File: src/rtl/ram4k_copy_engine.sv
// Bus-master sequencer for a 4K-word RAM: forward block copy (read then write per word)
// or constant block fill, with start/busy/done handshake.
module ram4k_copy_engine #(
  parameter int DATA_W = 16,
  parameter int ADDR_W = 12,
  parameter int LEN_W  = 13
) (
  input  logic              clk,
  input  logic              reset,
  input  logic              start,
  input  logic              mode,
  input  logic [ADDR_W-1:0] src_addr,
  input  logic [ADDR_W-1:0] dst_addr,
  input  logic [LEN_W-1:0]  length,
  input  logic [DATA_W-1:0] fill_value,
  output logic              busy,
  output logic              done,
  output logic [LEN_W-1:0]  words_done,
  output logic [DATA_W-1:0] mem_in,
  output logic              mem_load,
  output logic [ADDR_W-1:0] mem_address,
  input  logic [DATA_W-1:0] mem_out
);

  localparam logic [LEN_W-1:0] MAX_LEN = LEN_W'(1) << ADDR_W;

  typedef enum logic [1:0] {IDLE, READ, WRITE, DONE} state_t;

  state_t             state_reg, state_next;
  logic               mode_reg;
  logic [ADDR_W-1:0]  src_reg, dst_reg;
  logic [LEN_W-1:0]   len_reg;
  logic [DATA_W-1:0]  fill_reg;
  logic [DATA_W-1:0]  data_reg;
  logic [LEN_W-1:0]   idx_reg;
  logic [LEN_W-1:0]   words_done_reg;
  logic [LEN_W-1:0]   len_clamped;
  logic [LEN_W-1:0]   idx_inc;
  logic               load_raw;

  assign len_clamped = (length > MAX_LEN) ? MAX_LEN : length;
  assign idx_inc     = idx_reg + LEN_W'(1);
  assign words_done  = words_done_reg;
  // Gate with reset so an edge that resets the engine never commits a write.
  assign mem_load    = load_raw & ~reset;

  always_comb begin
    state_next  = state_reg;
    busy        = 1'b0;
    done        = 1'b0;
    load_raw    = 1'b0;
    mem_address = '0;
    mem_in      = '0;
    case (state_reg)
      IDLE: begin
        if (start) begin
          if (len_clamped == '0) state_next = DONE;
          else if (mode)         state_next = WRITE;
          else                   state_next = READ;
        end
      end
      READ: begin
        busy        = 1'b1;
        mem_address = src_reg + idx_reg[ADDR_W-1:0];
        state_next  = WRITE;
      end
      WRITE: begin
        busy        = 1'b1;
        load_raw    = 1'b1;
        mem_address = dst_reg + idx_reg[ADDR_W-1:0];
        mem_in      = mode_reg ? fill_reg : data_reg;
        if (idx_inc == len_reg) state_next = DONE;
        else if (mode_reg)      state_next = WRITE;
        else                    state_next = READ;
      end
      DONE: begin
        done       = 1'b1;
        state_next = IDLE;
      end
      default: state_next = IDLE;
    endcase
  end

  always_ff @(posedge clk) begin
    if (reset) begin
      state_reg      <= IDLE;
      mode_reg       <= 1'b0;
      src_reg        <= '0;
      dst_reg        <= '0;
      len_reg        <= '0;
      fill_reg       <= '0;
      data_reg       <= '0;
      idx_reg        <= '0;
      words_done_reg <= '0;
    end else begin
      state_reg <= state_next;
      case (state_reg)
        IDLE: begin
          if (start) begin
            mode_reg       <= mode;
            src_reg        <= src_addr;
            dst_reg        <= dst_addr;
            len_reg        <= len_clamped;
            fill_reg       <= fill_value;
            idx_reg        <= '0;
            words_done_reg <= '0;
          end
        end
        READ:  data_reg <= mem_out;
        WRITE: begin
          idx_reg        <= idx_inc;
          words_done_reg <= words_done_reg + LEN_W'(1);
        end
        default: ;
      endcase
    end
  end

endmodule

File: config.mk
export PLATFORM = sky130hd
export DESIGN_NAME = ram4k_copy_engine
export DESIGN_NICKNAME = d
export VERILOG_FILES = /design/src/rtl/ram4k_copy_engine.sv
export SDC_FILE = /design/constraint.sdc
export NUM_CORES = 1
export LEC_CHECK = 0
export CAP_MARGIN = 5
export CORE_UTILIZATION = 55
export DETAILED_ROUTE_END_ITERATION = 12
export PLACE_DENSITY = 0.9
export SLEW_MARGIN = 20
export SYNTH_ARGS = -nofsm -noshare
export SYNTH_HDL_FRONTEND = slang
export SYNTH_SLANG_ARGS = --single-unit
File: constraint.sdc
create_clock -name clk -period 5 [get_ports clk]
set_clock_uncertainty 0.15 [all_clocks]
set_input_delay 0.5 -clock clk [delete_from_list [all_inputs] [get_ports clk]]
set_output_delay 0.5 -clock clk [all_outputs]
set_load 0.005 [all_outputs]
### Wires at chosen ports, followed through buffers, run 1

Scale: 3 px per um.
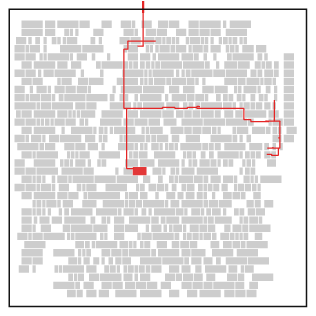
- red: `busy` (bits 1; direction output; end cells 1; buffers 1; wire 157 um)
PortBufs: 116
number of top-level pins: 117

### Cells by drive strength, run 1

Scale: 4 px per um.
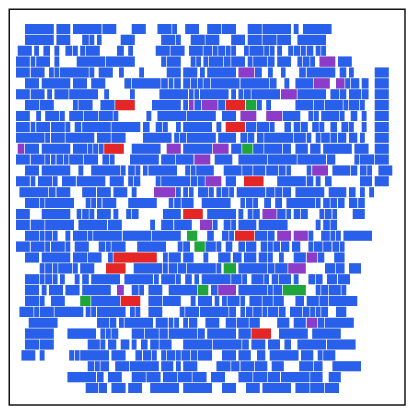
- blue: drive 1 or less (cells 687; share 94%; most used clkdlybuf4s50_1)
- green: drive 3 to 4 (cells 8; share 1.1%; most used buf_4)
- red: drive 6 and up (cells 11; share 1.5%; most used clkbuf_8)
- purple: drive 2 (cells 25; share 3.4%; most used mux2_2)
post-route design area: 6442 sq um
worst setup margin: 0.6909 ns
synthesis-to-layout area growth: 25.55%
non-clock buffer total of the final layout: 121

### Wiring by layer, run 1

Scale: 4 px per um. Two of the layers only.
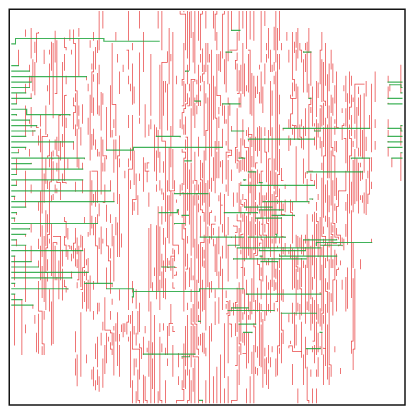
- green: met3 (wire length 841 um)
- red: met2 (wire length 6530 um)
total detailed-routing wirelength: 12.95 mm
average wire length per cell after detail routing: 15.44 um
total via count in the routed design: 4830
global-route usage over all layers: 0.2696

==> run notes, run 1 <==
Implementation results are summarized by area below.

Power and ir drop
The internal power is 1.461 mW. Switching power as a fraction of the total was reported as 0.3494. Per report_power, the top consumer among the power groups is registers. Per the summary, power density relative to cell area is 348.5 nW/um^2. Combinational cells consume a total of 0.784 mW.

The sequential share of power is 0.422. The share of total power dissipated in the clock network is 0.229.

Drt
The top routing layer in use is met4. Per the detail_route log, met3 wirelength is 841 um. The count of nets left with antenna violations once routing finished came out at 0.

Clock tree
The worst-skew pair later-pin latency is 0.36 ns. The hold buffer count at cts is 0. The post-CTS clock slew at the launch and capture registers of the worst setup and hold paths is 0.08 ns.

Counting the buffers created by CTS gives 9. The number of gates given a new drive strength after cts is 0.

Finish
The repair_antennas step left the layout with diodes totalling 0. The layout report gives the register share of total cell area as 0.3045. The layout has 14 inverters outside the clock class. The multi-input logic cell count is 482. The non-clock buffer area fraction after layout is 0.1853. The sequential standard cell area is 1962 sq um. In the final layout, the fill cell count is 645.

Floorplanning
The initial utilization of the core area, before any placement, comes to 0.5771. Per the OpenROAD floorplan log, the height of the die is 98.59 um.

Status
The flow ran to the end, and the final reports show no timing, DRC or antenna violations.

Synth
The dominant kind of combinational cell is simple AND/OR/NAND/NOR gates. Of the total synthesized cell area, the portion taken by XOR and XNOR cells is 0.04267. The summed standard-cell area reported by yosys is 5131 sq um.

Timing
The worst-case hold slack is 0.3067 ns. Setup total negative slack on the finished layout was measured at 0 ns. The final timing report counts setup violations totalling 0.

Of the available clock period, the critical path in the final layout requires 0.8618. Setup repair after global routing left no endpoint under its margin.

Place
According to the dpl log, the detail-placed design has an HPWL of 9.410 mm. The total cell area at the placement stage is 6242 sq um.

Setup path
The critical path in this run is classified as register to primary output. On the critical path the largest part of the delay comes from adder cells.

GRT
The initial antenna violation count came to 0.

Worst hold path
Along the worst hold path, the cell count comes to 2.
==> run 1 -> run 2 <==
- CTS_BUF_LIST: unset -> sky130_fd_sc_hd__clkbuf_4 sky130_fd_sc_hd__clkbuf_8
### Cells by drive strength, run 2

Scale: 4 px per um.
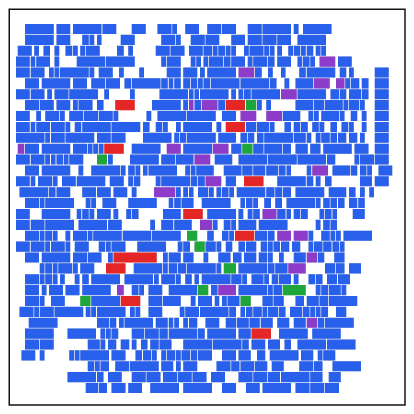
- blue: drive 1 or less (cells 685; share 94%; most used clkdlybuf4s50_1)
- red: drive 6 and up (cells 11; share 1.5%; most used clkbuf_8)
- purple: drive 2 (cells 25; share 3.4%; most used mux2_2)
- green: drive 3 to 4 (cells 10; share 1.4%; most used buf_4)
worst setup margin: 0.6998 ns
synthesis-to-layout area growth: 25.70%

### Wiring by layer, run 2

Scale: 4 px per um. Two of the layers only.
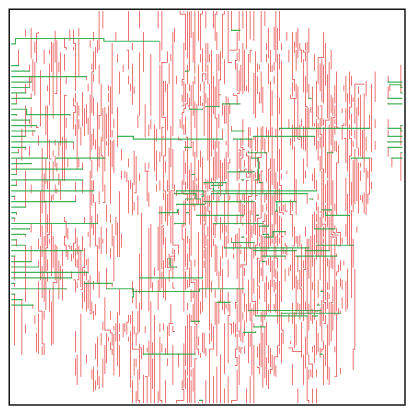
- green: met3 (wire length 877 um)
- red: met2 (wire length 6600 um)
total detailed-routing wirelength: 13.12 mm
average wire length per cell after detail routing: 15.64 um

==> run 2 against run 1 <==
- clock-buffer cell count unchanged
- fmax up 0.21%
- worst setup slack better by 0.0089 ns
- global-route usage up 0.11 points
- clock power rose by 2%
- via count up 0.77%
==> run notes, run 2 <==
Implementation results are summarized by area below.

Status
The flow ran to the end, and the final reports show no timing, DRC or antenna violations.

Place
The total cell area at the placement stage came to 6242 sq um (unchanged). The half-perimeter wire length after detailed placement was 9.410 mm (unchanged). The number of port buffers is 116 (unchanged).

Synth
Among the non-sequential cells, simple AND/OR/NAND/NOR gates take the most area. The summed standard-cell area reported by yosys was 5131 sq um (unchanged). When the netlist entered floorplanning its net count stood at 722. The area fraction of the largest cell type after synthesis is 0.3823. The mean area per synthesized cell is 8.132 sq um. The xor/xnor cell area share of the yosys netlist was 0.04267 (unchanged).

Timing
The post-route clock period utilization is 0.8600 (-0.001789). Setup repair after global routing left no endpoint under its margin. Endpoints failing hold in the final report were tallied at 0. The worst-case hold slack is 0.3063 ns (-0.0004730 ns). The transition time of the tightest slew-check pin is 1.086 ns. The summed negative setup slack over all endpoints was 0 ns (unchanged). The top achievable clock speed is 232.5 MHz. The final number of setup-violating endpoints is 0 (unchanged).

Setup path
The start of the worst register-to-register path is idx_reg[0]$_SDFFE_PP0P_. The family of cells with the greatest summed delay on the critical path is adder cells. The destination of the critical timing path is mem_address[10]. The data required time reported for the critical path is 4.35 ns.

The path type of the worst setup path is register to primary output. In this run the critical path is formed by inv_1, ha_1, mux2_2, ha_1, fa_1, a21o_1, a21oi_1, o21a_1, nor2_1, o22ai_1, mux2i_1, clkdlybuf4s50_1.

Clock tree
The post-CTS clock slew at the launch and capture registers of the worst setup and hold paths is 0.08 ns (about the same). TritonCTS built the clock tree. The number of gates given a new drive strength after cts is 0 (unchanged). The worst-skew pair later-pin latency came to 0.36 ns (about the same). The number of clock buffers inserted by TritonCTS came to 9 (unchanged). The hold buffer count at cts was 0 (unchanged).

Drt
The detailed-route via count was 4867 (+0.77%). The iteration count of the initial detailed-routing pass is 5. The top routing layer in use is met4.

The count of nets left with antenna violations after detail routing is 0 (unchanged). The met3 wire length is 876 um (+4.2%). The wire length the detailed router placed on met1 is 5.384 mm. The violation tally recorded at the end of detailed-routing iteration 0 is 278.

Power and ir drop
The power in combinational cells is 0.788 mW (+0.5%). The sequential share of power is 0.420 (-0.002). The switching part of the total is 0.3484 (-0.0009771). The part of the power in the clock network is 0.231 (+0.002). The group that draws the most power in this run is registers. The internal power is 1.472 mW (+0.75%). The power per cell area is 350.2 nW/um^2 (+0.49%).

Finish
The non-clock buffer area fraction after layout is 0.1851 (-0.0002157). The count of placed standard cells in the final layout, fillers left out is 839. The sequential share of cell area is 0.3042 (-0.0003546). The post-route standard cell area excluding fillers was 6450 sq um (+0.12%). The number of diodes added for antenna fixing is 0 (unchanged). The area taken by multi-input logic gates is 2903 sq um. The multi-input logic cell count was 482 (unchanged). The sequential standard cell area is 1962 sq um (unchanged).

The number of logic inverters in the finished layout is 14 (unchanged). The layout summary lists the proportion of cells stronger than drive strength 1 as 0.06293. The non-clock buffer instance count of the final layout is 121 (unchanged).

The tally of filler cells in the layout was 650 (+0.78%).

GRT
The combined global-route utilization of all metal layers came to 0.2707 (+0.001067). The initial antenna violation count is 0 (unchanged). For met2 alone, demand over resource in global routing was 0.4805.

Worst hold path
The worst hold path cell count is 2 (unchanged).

Floorplanning
The number of ports placed on the die boundary is 117 (unchanged). The vertical extent of the die is 98.59 um (unchanged). The starting density of the core was 0.5771 (unchanged).
==> run 2 -> run 3 <==
- MAX_ROUTING_LAYER: unset -> met4
### Wiring by layer, run 3

Scale: 4 px per um. Two of the layers only.
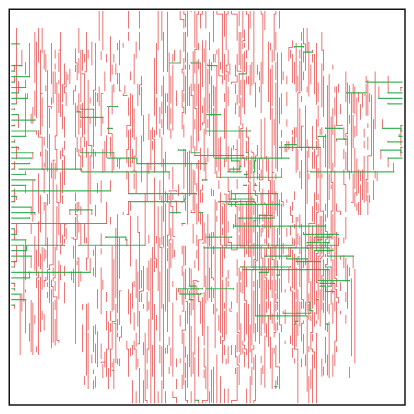
- red: met2 (wire length 6930 um)
- green: met3 (wire length 813 um)
average wire length per cell after detail routing: 16.10 um
global-route usage over all layers: 0.2893
total via count in the routed design: 4947
total detailed-routing wirelength: 13.51 mm

### Ports around the boundary, run 3

Scale: 4 px per um. Pins as bars across the die edge, other pins in gray.
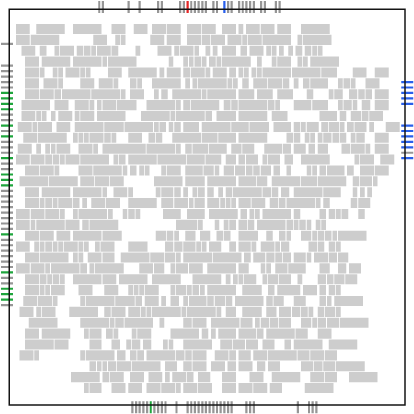
- green: `mem_out` (pins 16; direction input; edge 15 west, 1 south)
- red: `busy` (pins 1; direction output; edge north)
- blue: `mem_address` (pins 12; direction output; edge 11 east, 1 north)
- all pins by edge: 46 west, 31 south, 28 north, 12 east
die boundary height: 98.59 um
die span in x: 98.59 um

==> run 3 against run 2 <==
- utilization grew 0.056 points
- worst setup slack lost 0.044 ns
- synthesized cell count is the same
- register-to-register slack gained 0.02 ns
- critical path type unchanged
==> run notes, run 3 <==
Implementation results are summarized by area below.

Finish
The sequential share of cell area is 0.3039 (about the same). The fraction of final layout cells sized beyond drive strength 1 is 0.06156 (-0.001368). The multi-input logic cell count is 482 (unchanged).

The area taken by multi-input logic gates is 2899 sq um (-0.13%). The count of placed standard cells in the final layout, fillers left out is 839 (unchanged). The post-route standard cell area excluding fillers is 6455 sq um (about the same). The sequential standard cell area is 1962 sq um (unchanged). The number of diodes added for antenna fixing was 0 (unchanged).

Drt
The iteration count of the initial detailed-routing pass is 5 (unchanged). The top routing layer in use is met4. The met3 wire length came to 812 um (-7.3%). The violation count after the first detailed-route iteration was 328 (+18%). The wire length the detailed router placed on met1 is 5.478 mm (+1.7%).

Synth
The net count after synthesis is 722 (unchanged). The mean area per synthesized cell is 8.132 sq um (unchanged). The share of the synthesized area in the top cell type is 0.3823 (unchanged). The dominant kind of combinational cell is simple AND/OR/NAND/NOR gates. The summed standard-cell area reported by yosys is 5131 sq um (unchanged).

Timing
The post-route clock period utilization is 0.8688 (+0.008743). The top achievable clock speed is 230.2 MHz (-1.0%). Setup repair after global routing left no endpoint under its margin. The slack of the critical path came to 0.6561 ns (-0.04372 ns). The final number of setup-violating endpoints is 0 (unchanged). The worst-case hold slack is 0.2635 ns (-0.04279 ns). The summed negative setup slack over all endpoints is 0 ns (unchanged).

GRT
The met2 usage in global routing is 0.5293 (+0.04875).

Power and ir drop
The part of the power in the clock network is 0.238 (+0.007). The internal power was 1.476 mW (+0.32%). The power in combinational cells is 0.786 mW (about the same).

Setup path
The destination of the critical timing path is mem_address[10]. Listed in order, past its start point the critical path passes inv_1, ha_1, mux2_2, ha_1, fa_1, a21o_1, a21oi_1, o21a_1, nor2_1, o22ai_1, mux2i_1, clkdlybuf4s50_1.

Clock tree
The worst-skew pair later-pin latency was 0.36 ns (about the same). The post-CTS clock slew at the launch and capture registers of the worst setup and hold paths was 0.10 ns (+0.02 ns).

Status
The run finished with clean final reports.

Floorplanning
The starting density of the core was 0.5771 (unchanged). The number of ports placed on the die boundary is 117 (unchanged).
Power is estimated from default activity; no workload was simulated.
